### config.mk
export PLATFORM = sky130hd
export DESIGN_NAME = frog_pixel_compositor
export DESIGN_NICKNAME = d
export VERILOG_FILES = /design/src/rtl/frogger_pkg.sv /design/src/rtl/obj_hit_test.sv /design/src/rtl/frog_pixel_compositor.sv
export SDC_FILE = /design/constraint.sdc
export NUM_CORES = 1
export LEC_CHECK = 0
export CAP_MARGIN = 20
export CELL_PAD_IN_SITES_DETAIL_PLACEMENT = 1
export CELL_PAD_IN_SITES_GLOBAL_PLACEMENT = 2
export CORE_MARGIN = 3
export CORE_UTILIZATION = 31
export CTS_BUF_LIST = sky130_fd_sc_hd__clkbuf_2
export DETAILED_ROUTE_END_ITERATION = 6
export GPL_TIMING_DRIVEN = 0
export HOLD_SLACK_MARGIN = 0.12
export PLACE_DENSITY = 0.83
export SETUP_SLACK_MARGIN = 0.05
export SYNTH_ARGS = -nofsm -noshare
export SYNTH_HDL_FRONTEND = slang
export SYNTH_SLANG_ARGS = --single-unit
export TNS_END_PERCENT = 100
### constraint.sdc
create_clock -name Clk -period 3.95 [get_ports Clk]
set_input_delay 0.9875 -clock Clk [delete_from_list [all_inputs] [get_ports Clk]]
set_output_delay 0.9875 -clock Clk [all_outputs]
set_load 0.01 [all_outputs]
### src/rtl/frogger_pkg.sv
// Shared Frogger display constants: color codes understood by color_mapper,
// active-video geometry and the background lane palette.
package frogger_pkg;

   localparam logic [5:0] CC_TRANSPARENT = 6'd0;
   localparam logic [5:0] CC_BLACK       = 6'd1;
   localparam logic [5:0] CC_GREEN       = 6'd2;
   localparam logic [5:0] CC_RED         = 6'd3;
   localparam logic [5:0] CC_LIGHT_BLUE  = 6'd4;
   localparam logic [5:0] CC_BLUE        = 6'd5;
   localparam logic [5:0] CC_GREY        = 6'd6;
   localparam logic [5:0] CC_YELLOW      = 6'd7;
   localparam logic [5:0] CC_ORANGE      = 6'd8;
   localparam logic [5:0] CC_BROWN       = 6'd9;
   localparam logic [5:0] CC_PURPLE      = 6'd10;
   localparam logic [5:0] CC_WHITE       = 6'd11;

   localparam int unsigned H_ACTIVE = 640;
   localparam int unsigned V_ACTIVE = 480;

   // Lanes are 32 rows tall: grass, river, median, road, grass.
   function automatic logic [5:0] lane_color(input logic [4:0] lane);
      logic [5:0] cc;
      if (lane <= 5'd1) begin
         cc = CC_GREEN;
      end else if (lane <= 5'd6) begin
         cc = CC_LIGHT_BLUE;
      end else if (lane == 5'd7) begin
         cc = CC_GREY;
      end else if (lane <= 5'd12) begin
         cc = CC_BLACK;
      end else begin
         cc = CC_GREEN;
      end
      return cc;
   endfunction

endpackage

### src/rtl/obj_hit_test.sv
// Single rectangle hit test; the horizontal extent wraps around the
// right screen edge back to column 0.
module obj_hit_test
   import frogger_pkg::*;
#(
   parameter int unsigned OBJ_W = 64,
   parameter int unsigned OBJ_H = 32
) (
   input  logic [9:0] draw_x,
   input  logic [9:0] draw_y,
   input  logic [9:0] obj_x,
   input  logic [9:0] obj_y,
   output logic       hit
);

   logic [10:0] dx_raw;
   logic [10:0] dx_wrap;
   logic [10:0] dy;

   always_comb begin
      dx_raw  = {1'b0, draw_x} - {1'b0, obj_x};
      // A borrow means the pixel lies left of the object: fold it modulo the line width.
      dx_wrap = dx_raw[10] ? (dx_raw + 11'(H_ACTIVE)) : dx_raw;
      dy      = {1'b0, draw_y} - {1'b0, obj_y};
      hit     = (dx_wrap < 11'(OBJ_W)) && (dy < 11'(OBJ_H));
   end

endmodule

### src/rtl/frog_pixel_compositor.sv
// Two-stage per-pixel compositor: frog sprite over lane objects over the
// background lane color, with object positions shadowed once per frame.
module frog_pixel_compositor
   import frogger_pkg::*;
#(
   parameter int unsigned NUM_OBJ = 4,
   parameter int unsigned OBJ_W   = 64,
   parameter int unsigned OBJ_H   = 32,
   parameter int unsigned FROG_SZ = 32
) (
   input  logic                      Clk,
   input  logic                      Reset_n,
   input  logic [9:0]                DrawX,
   input  logic [9:0]                DrawY,
   input  logic                      pix_valid,
   input  logic                      frame_start,
   input  logic [9:0]                frog_x,
   input  logic [9:0]                frog_y,
   input  logic                      frog_vis,
   input  logic [NUM_OBJ-1:0][9:0]   obj_x,
   input  logic [NUM_OBJ-1:0][9:0]   obj_y,
   input  logic [NUM_OBJ-1:0][5:0]   obj_color,
   output logic [9:0]                rom_addr,
   input  logic [5:0]                rom_data,
   output logic [5:0]                colorcode
);

   logic [9:0]                sh_frog_x, sh_frog_y;
   logic                      sh_frog_vis;
   logic [NUM_OBJ-1:0][9:0]   sh_obj_x, sh_obj_y;
   logic [NUM_OBJ-1:0][5:0]   sh_obj_color;

   logic [9:0]                cur_frog_x, cur_frog_y;
   logic                      cur_frog_vis;
   logic [NUM_OBJ-1:0][9:0]   cur_obj_x, cur_obj_y;
   logic [NUM_OBJ-1:0][5:0]   cur_obj_color;

   logic [10:0]               frog_dx, frog_dy;
   logic                      frog_hit;
   logic [9:0]                addr_d;
   logic [NUM_OBJ-1:0]        obj_hit;
   logic                      obj_any;
   logic [5:0]                obj_sel;
   logic [5:0]                bg_d;

   logic                      s1_valid, s1_frog_hit, s1_obj_draw;
   logic [5:0]                s1_obj_color, s1_bg;

   // The pixel sharing a cycle with frame_start already sees the new positions.
   always_comb begin
      cur_frog_x    = frame_start ? frog_x    : sh_frog_x;
      cur_frog_y    = frame_start ? frog_y    : sh_frog_y;
      cur_frog_vis  = frame_start ? frog_vis  : sh_frog_vis;
      cur_obj_x     = frame_start ? obj_x     : sh_obj_x;
      cur_obj_y     = frame_start ? obj_y     : sh_obj_y;
      cur_obj_color = frame_start ? obj_color : sh_obj_color;
   end

   always_ff @(posedge Clk or negedge Reset_n) begin
      if (!Reset_n) begin
         sh_frog_x    <= '0;
         sh_frog_y    <= '0;
         sh_frog_vis  <= 1'b0;
         sh_obj_x     <= '0;
         sh_obj_y     <= '0;
         sh_obj_color <= '0;
      end else if (frame_start) begin
         sh_frog_x    <= frog_x;
         sh_frog_y    <= frog_y;
         sh_frog_vis  <= frog_vis;
         sh_obj_x     <= obj_x;
         sh_obj_y     <= obj_y;
         sh_obj_color <= obj_color;
      end
   end

   always_comb begin
      frog_dx  = {1'b0, DrawX} - {1'b0, cur_frog_x};
      frog_dy  = {1'b0, DrawY} - {1'b0, cur_frog_y};
      frog_hit = cur_frog_vis && (frog_dx < 11'(FROG_SZ)) && (frog_dy < 11'(FROG_SZ));
      addr_d   = frog_hit ? {frog_dy[4:0], frog_dx[4:0]} : 10'd0;
      bg_d     = lane_color(DrawY[9:5]);
   end

   for (genvar i = 0; i < NUM_OBJ; i++) begin : g_obj
      obj_hit_test #(
         .OBJ_W (OBJ_W),
         .OBJ_H (OBJ_H)
      ) u_obj_hit_test (
         .draw_x (DrawX),
         .draw_y (DrawY),
         .obj_x  (cur_obj_x[i]),
         .obj_y  (cur_obj_y[i]),
         .hit    (obj_hit[i])
      );
   end

   always_comb begin
      obj_any = 1'b0;
      obj_sel = CC_TRANSPARENT;
      for (int i = 0; i < int'(NUM_OBJ); i++) begin
         if (obj_hit[i] && !obj_any) begin
            obj_any = 1'b1;
            obj_sel = cur_obj_color[i];
         end
      end
   end

   always_ff @(posedge Clk or negedge Reset_n) begin
      if (!Reset_n) begin
         s1_valid     <= 1'b0;
         s1_frog_hit  <= 1'b0;
         s1_obj_draw  <= 1'b0;
         s1_obj_color <= CC_TRANSPARENT;
         s1_bg        <= CC_TRANSPARENT;
         rom_addr     <= '0;
         colorcode    <= CC_BLACK;
      end else begin
         s1_valid     <= pix_valid;
         s1_frog_hit  <= frog_hit;
         // A transparent winning object shows the background, not a lower-priority object.
         s1_obj_draw  <= obj_any && (obj_sel != CC_TRANSPARENT);
         s1_obj_color <= obj_sel;
         s1_bg        <= bg_d;
         rom_addr     <= addr_d;
         if (!s1_valid) begin
            colorcode <= CC_BLACK;
         end else if (s1_frog_hit && (rom_data != CC_TRANSPARENT)) begin
            colorcode <= rom_data;
         end else if (s1_obj_draw) begin
            colorcode <= s1_obj_color;
         end else begin
            colorcode <= s1_bg;
         end
      end
   end

endmodule

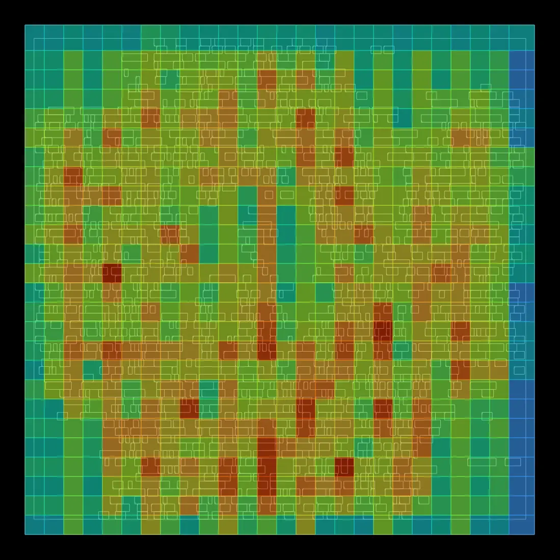
Figure 1: run 1, routing congestion.
met3 GRT Util: 3.165%
GR Util met2: 33.11%
wire length per cell after detailed routing: 19.09 µm
most congested layer reported by global routing: met2

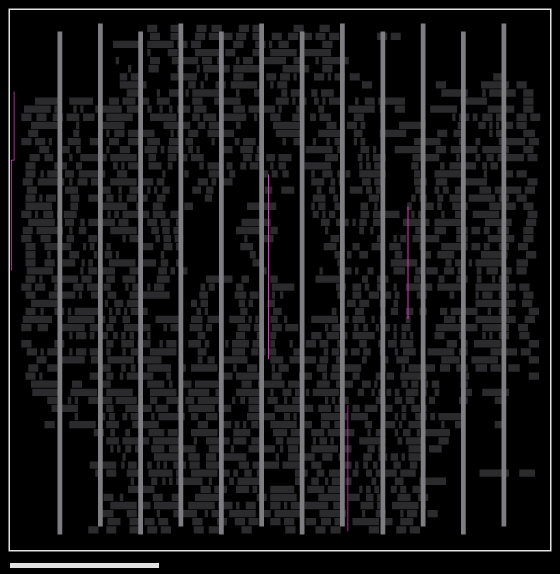
Figure 2: run 1, metal 4.
Scale bar: 50 µm. Supply wires on this layer in gray. Cells faint in the background.
longest straight run	61.9 µm
share of all routed wire	0.67%
nets with wire on the layer	3
wire length on this layer	202 µm
main direction	vertical

==> Slide: Implementation Results, run 1 <==
Key Metrics from the Run

Synthesis
  – Syn Std Cell Area: 9558 µm²
  – Gate Count Post-Synth: between 900 and 1000
  – Simple logic cell fraction of the synthesized area: 10.90%
  – Multiplexer share of the synthesized area: 14.75%
  – Dominant cell type by area after synthesis: dfrtp_1
  – Synth top area share: about two fifths
  – Average cell area after synthesis: 10.18 µm²
  – Top cell types by occurrence after synthesis: 152 x dfrtp_1, 131 x inv_1, 109 x mux2i_1
  – Number of warnings printed during yosys synthesis: 0
  – Most instantiated flip-flop cell in the synthesis netlist: dfrtp_1
  – Most common cell in the synthesized netlist: dfrtp_1
  – Flip-flop and latch count after synthesis: 153
  – Fraction of the yosys area taken by sequential cells: 40.07%
  – Biggest combinational cell group after synthesis: multiplexers
  – Compound Share, Synth: about an eighth
  – Number of flops mapped to enable cells by yosys: 0
  – Yosys cell count: 939
  – Adders+Majority by Area: 13.09%

Job
  – Count of tool warnings: 29
  – Maxcap violations: 0

Timing
  – Minimum setup slack in the final design: -0.5762 ns
  – Final clock skew: 0.05157 ns
  – Pins over their slew limit: 0
  – Timing-limited maximum frequency: 220.9 MHz
  – Measured slew at the worst slew-check pin: 0.9159 ns
  – Worst slew slack as a fraction of its limit: between 30% and 40%
  – Final Setup Violations: 7
  – Final-layout setup total negative slack: -3.088 ns

Die
  – Die y size: 181.6 µm
  – Die Size: 32970 µm²
  – FP Rows: 63
  – Top-level I/O count: ~170
  – Floorplan die width: ~180 µm

Clock tree
  – Sink count of the clock tree: around 150
  – Clock transition at path regs: 0.26 ns
  – CTS root buf: clkbuf_2
  – Number of cells upsized or downsized after cts: around 50
  – CTS max path bufs: 2
  – CTS tree: done
  – Latest clock arrival within the worst-skew pair: 0.75 ns

Finish
  – Clock tree buffer count of the final layout: 17
  – Layout sequential cell count: around 150
  – Post-layout instance count excluding filler cells: 1579
  – Layout non-clock buf frac: about a fifth
  – Sequential cell area share: 29.21%
  – Area growth from synthesis to layout: 37.16%
  – Number of signal-net inverters in the final layout: 131
  – Most frequent standard cell in the layout excluding fill and tap cells: clkdlybuf4s50_1
  – Dominant class by area: logic gates
  – Top flop regs: sh_obj_x: 40 flops, sh_obj_y: 40 flops, sh_obj_color: 24 flops
  – Ratio of cells with drive above 1 in the final layout: 16.78%
  – Count of plain and timing-repair buffers: 238
  – Number of multi-input logic gates: 632
  – Share of final layout cell area taken by clock buffers and inverters: 1.575%
  – Combined flip-flop and latch cell area: 3830 µm²
  – Post-Layout Inst Area: around 13000 µm²
  – Final-layout fill cell count: 3338

Detailed routing
  – Detailed Route Iter0 Violations: 212
  – Remaining antenna violation count: 0
  – First drt pass iteration count: 6

Power and ir drop
  – Relative contribution of sequential cells to total power: 41.6%
  – Power attributed to the clock group: approximately 0.84 mW
  – Total chip power: between 4 and 5 mW
  – Largest Pwr Group: registers
  – Net Sw Power: roughly 1.6 mW
  – Worst IR Drop VDD: 128.7 µV
  – Leakage component of the power: 6.209 nW
  – Clock network fraction of total power: approximately 20%
  – Total combinational power: 1.60 mW

Setup path
  – Data required time of the critical path: approximately 4.6 ns
  – Slowest cell delay on critical path: 0.57 ns
  – Critical path's most frequent cell: buf_16
  – Crit-path slowest cell: or4_4
  – Element type at the critical path start: input port
  – Nature of the critical path endpoint: flop
  – Chain of cells forming the critical path: buf_16 -> buf_16 -> buf_16 -> clkbuf_16 -> mux2i_4 -> ha_4 -> a41oi_2 -> a21oi_2 -> o41a_1 -> clkbuf_8 -> a21oi_4 -> xnor2_1 -> ha_1 -> nor2_2 -> a221oi_2 -> or4_4 -> nor4_4 -> buf_4 -> and3_4 -> a211o_1 -> mux2_4 -> nand4bb_1
  – Critical path fanouts, max: 8
  – CP delay by family, top: simple AND/OR/NAND/NOR gates

Global routing
  – Wire length of the first global-routing pass: 47640 µm
  – Vias in the first global route: 8674
  – Total routing usage reported by global routing: about 18%
  – Pin count of the biggest net entering global routing: 80

Place
  – HPWL after detailed placement: 22620 µm
  – Placer congestion estimate: 0.8195
  – Post-DP Area: 12140 µm²
  – Placement Setup Slack: -2.072 ns
  – Buffers added on ports: 169

Run status
  – Failing checks: setup timing
  – Run status: complete, but fails checks

Hold path
  – Hold Crit Class: input port to async pin
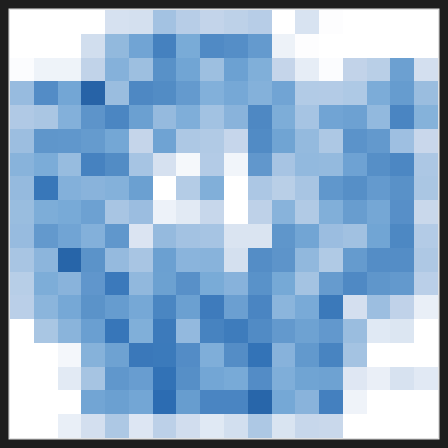
Figure 3: run 1, placement density heat map.
The die is cut into 18 by 18 equal tiles; white is low, dark blue is high, 0 to 100% covered.
mean over tiles	38%
nearly empty tiles	14%
fullest tile	79%
tiles over 75% full	1.2%
densest ninth of the die	bottom center
core outline area: 30030 µm²
floorplan core density: 31.83%
core occupancy in the finished layout: 43.65%

run 1: final timing paths:
| check | from | end | slack, ns | depth (start not counted) |
|---|---|---|---|---|
| worst max-delay path | frame_start | s1_obj_draw | -0.58 | 22 |
| worst min-delay path | Reset_n | sh_obj_color[7] | 0.18 | 1 |
| worst max register to register | sh_obj_x[32] | s1_obj_draw | -0.19 | 18 |
| worst min register to register | sh_obj_y[30] | sh_obj_y[30] | 0.51 | 2 |
| max in group asynchronous | Reset_n | sh_frog_y[5] | 2.94 | 2 |
| min in group Clk | sh_obj_y[30] | sh_obj_y[30] | 0.51 | 2 |
run 1: routing by layer:
layer	up-vias	track usage (%)	part of all wire, %
met5	-	0	0
met4	0	3.047	0.67
met3	11	3.165	3.3
met2	133	33.11	51
met1	3927	23.59	45
li1	3813	-	-
==> run 2: changes to the inputs <==
--- a/config.mk
+++ b/config.mk
@@ -9,12 +9,12 @@
 export CELL_PAD_IN_SITES_DETAIL_PLACEMENT = 1
 export CELL_PAD_IN_SITES_GLOBAL_PLACEMENT = 2
 export CORE_MARGIN = 3
-export CORE_UTILIZATION = 31
+export CORE_UTILIZATION = 35
 export CTS_BUF_LIST = sky130_fd_sc_hd__clkbuf_2
 export DETAILED_ROUTE_END_ITERATION = 6
 export GPL_TIMING_DRIVEN = 0
 export HOLD_SLACK_MARGIN = 0.12
-export PLACE_DENSITY = 0.83
+export PLACE_DENSITY = 0.88
 export SETUP_SLACK_MARGIN = 0.05
 export SYNTH_ARGS = -nofsm -noshare
 export SYNTH_HDL_FRONTEND = slang
==> constraint.sdc (replaced) <==
create_clock -name Clk -period 4.3 [get_ports Clk]
set_input_delay 1.075 -clock Clk [delete_from_list [all_inputs] [get_ports Clk]]
set_output_delay 1.075 -clock Clk [all_outputs]
set_load 0.01 [all_outputs]
==> run 2 against run 1 <==
Compared with the run above: the run still ends with setup timing left; first-iteration DRC count rose by 58%; clock power rose by 14%; synthesized area did not move; register-to-register slack improved by 0.55 ns; clock skew fell by 0.017 ns; combinational power fell by 6%; non-clock buffer count rose by 13; flip-flop count did not move; sequential power fell by 8%; global-route usage rose by 2.2 points; largest cell class unchanged; largest power group unchanged.
==> Slide: Implementation Results, run 2 <==
Key Metrics from the Run

Clock tree
  – Sink count of the clock tree: 153 (unchanged)
  – Clock transition at path regs: 0.27 ns (about the same)
  – Latest clock arrival within the worst-skew pair: 0.76 ns (about the same)
  – CTS root buf: clkbuf_2
  – Number of cells upsized or downsized after cts: 65 (+30%)

Synthesis
  – Fraction of the yosys area taken by sequential cells: 40.07% (unchanged)
  – Adders+Majority by Area: 13.09% (unchanged)
  – Biggest combinational cell group after synthesis: multiplexers
  – Most instantiated flip-flop cell in the synthesis netlist: dfrtp_1
  – Flip-flop and latch count after synthesis: 153 (unchanged)
  – Syn Std Cell Area: 9558 µm² (unchanged)
  – Synth top area share: 39.80% (unchanged)
  – Yosys cell count: 939 (unchanged)
  – Simple logic cell fraction of the synthesized area: 10.90% (unchanged)
  – Number of flops mapped to enable cells by yosys: 0 (unchanged)

Power and ir drop
  – Net Sw Power: 1.432 mW (-7.7%)
  – Power attributed to the clock group: 0.956 mW (+14%)
  – Total combinational power: 1.50 mW (-6%)

Run status
  – Run status: complete, but fails checks
  – Failing checks: setup timing

Setup path
  – Critical path fanouts, max: 4 (-4)
  – Chain of cells forming the critical path: clkdlybuf4s50_1 -> mux2i_4 -> ha_4 -> nand2_4 -> a211o_1 -> buf_6 -> a311oi_2 -> nor2_2 -> inv_2 -> ha_4 -> inv_2 -> o32ai_2 -> a2bb2oi_2 -> or4_4 -> buf_6 -> and3_4 -> a211o_1 -> mux2_4 -> nand4bb_1
  – Element type at the critical path start: input port
  – Data required time of the critical path: 4.96 ns (+0.33 ns)

Timing
  – Timing-limited maximum frequency: 230.6 MHz
  – Pins over their slew limit: 0 (unchanged)
  – Minimum setup slack in the final design: -0.03566 ns (+0.5405 ns)
  – Worst slew slack as a fraction of its limit: 36.47% (-1.9 points)
  – Measured slew at the worst slew-check pin: 0.9448 ns (+0.02886 ns)
  – Final Setup Violations: 1 (-6)

Finish
  – Top flop regs: sh_obj_x: 40 flops, sh_obj_y: 40 flops, sh_obj_color: 24 flops
  – Post-layout instance count excluding filler cells: 1537 (-2.7%)
  – Area growth from synthesis to layout: 37.98%
  – Dominant class by area: logic gates
  – Layout sequential cell count: 153 (unchanged)
  – Number of multi-input logic gates: 632 (unchanged)
  – Clock tree buffer count of the final layout: 17 (unchanged)
  – Share of final layout cell area taken by clock buffers and inverters: 2.106% (+0.53 points)

Global routing
  – Pin count of the biggest net entering global routing: 83 (+3.8%)
  – Met3 GRT Util: 4.390% (+1.2 points)
  – Wire length of the first global-routing pass: 46670 µm (-2.0%)
  – GR Util met2: 36.73% (+3.6 points)
  – Most congested layer reported by global routing: met2
  – Vias in the first global route: 8743 (+0.80%)

Place
  – Placer congestion estimate: 0.7942 (-3.1%)
  – Post-DP Area: 12000 µm² (-1.1%)
  – Placement Setup Slack: -1.950 ns (+0.1214 ns)
  – HPWL after detailed placement: 22010 µm (-2.7%)

Die
  – Floorplan die width: 171.3 µm (-5.7%)
  – Die y size: 171.3 µm (-5.7%)
  – Top-level I/O count: 171 (unchanged)

Detailed routing
  – Routed length on met1: 12980 µm (-4.6%)
  – Routed wl met3: 1196 µm (+19%)
  – First drt pass iteration count: 5 (-1)
  – Wire length per cell after detailed routing: 19.50 µm (+2.1%)
  – Detailed Route Iter0 Violations: 335 (+58%)
  – Top layer in use: met5

Job
  – Count of tool warnings: 29 (unchanged)
  – Maxcap violations: 0 (unchanged)

Hold path
  – Hold Crit Class: input port to async pin
run 2: worst paths after layout:
| check | start | end | slack, ns | cells after the start |
|---|---|---|---|---|
| setup / recovery | obj_x[25] | s1_obj_draw | -0.04 | 19 |
| max in group asynchronous | Reset_n | colorcode[0] | 3.24 | 2 |
| min in group Clk | sh_obj_y[8] | sh_obj_y[8] | 0.52 | 2 |
| setup reg to reg | sh_obj_x[25] | s1_obj_draw | 0.36 | 15 |
| hold / removal | Reset_n | sh_obj_x[7] | 0.21 | 1 |
| hold reg to reg | sh_obj_y[8] | sh_obj_y[8] | 0.52 | 2 |
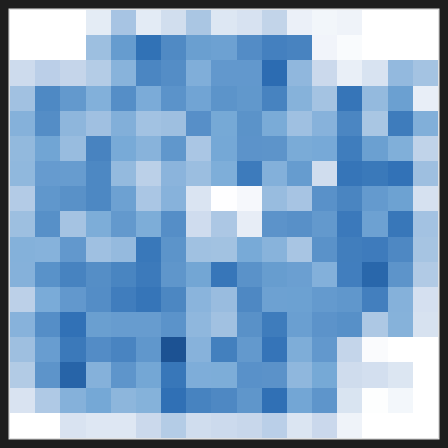
Figure 4: run 2, placement density heat map.
The die is cut into 17 by 17 equal tiles; white is low, dark blue is high, 0 to 100% covered.
floorplan core density: 36.17%
core outline area: 26430 µm²

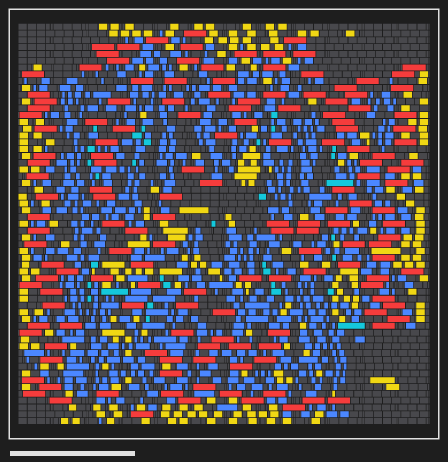
Figure 5: run 2, cell classes on the final placement.
Scale bar: 50 µm. Fill, decap, tap and diode cells in gray.
class	color	cells
combinational and other logic	blue	763
clock drivers and dummy loads	cyan	32
other buffers and delay cells	yellow	251
flops	red	153
FP Rows: 59
Post-Layout Inst Area: 13190 µm²
sequential cell area share: 29.04%
core occupancy in the finished layout: 49.90%

Power figures rest on the tool's default switching activity, not on a simulated workload.
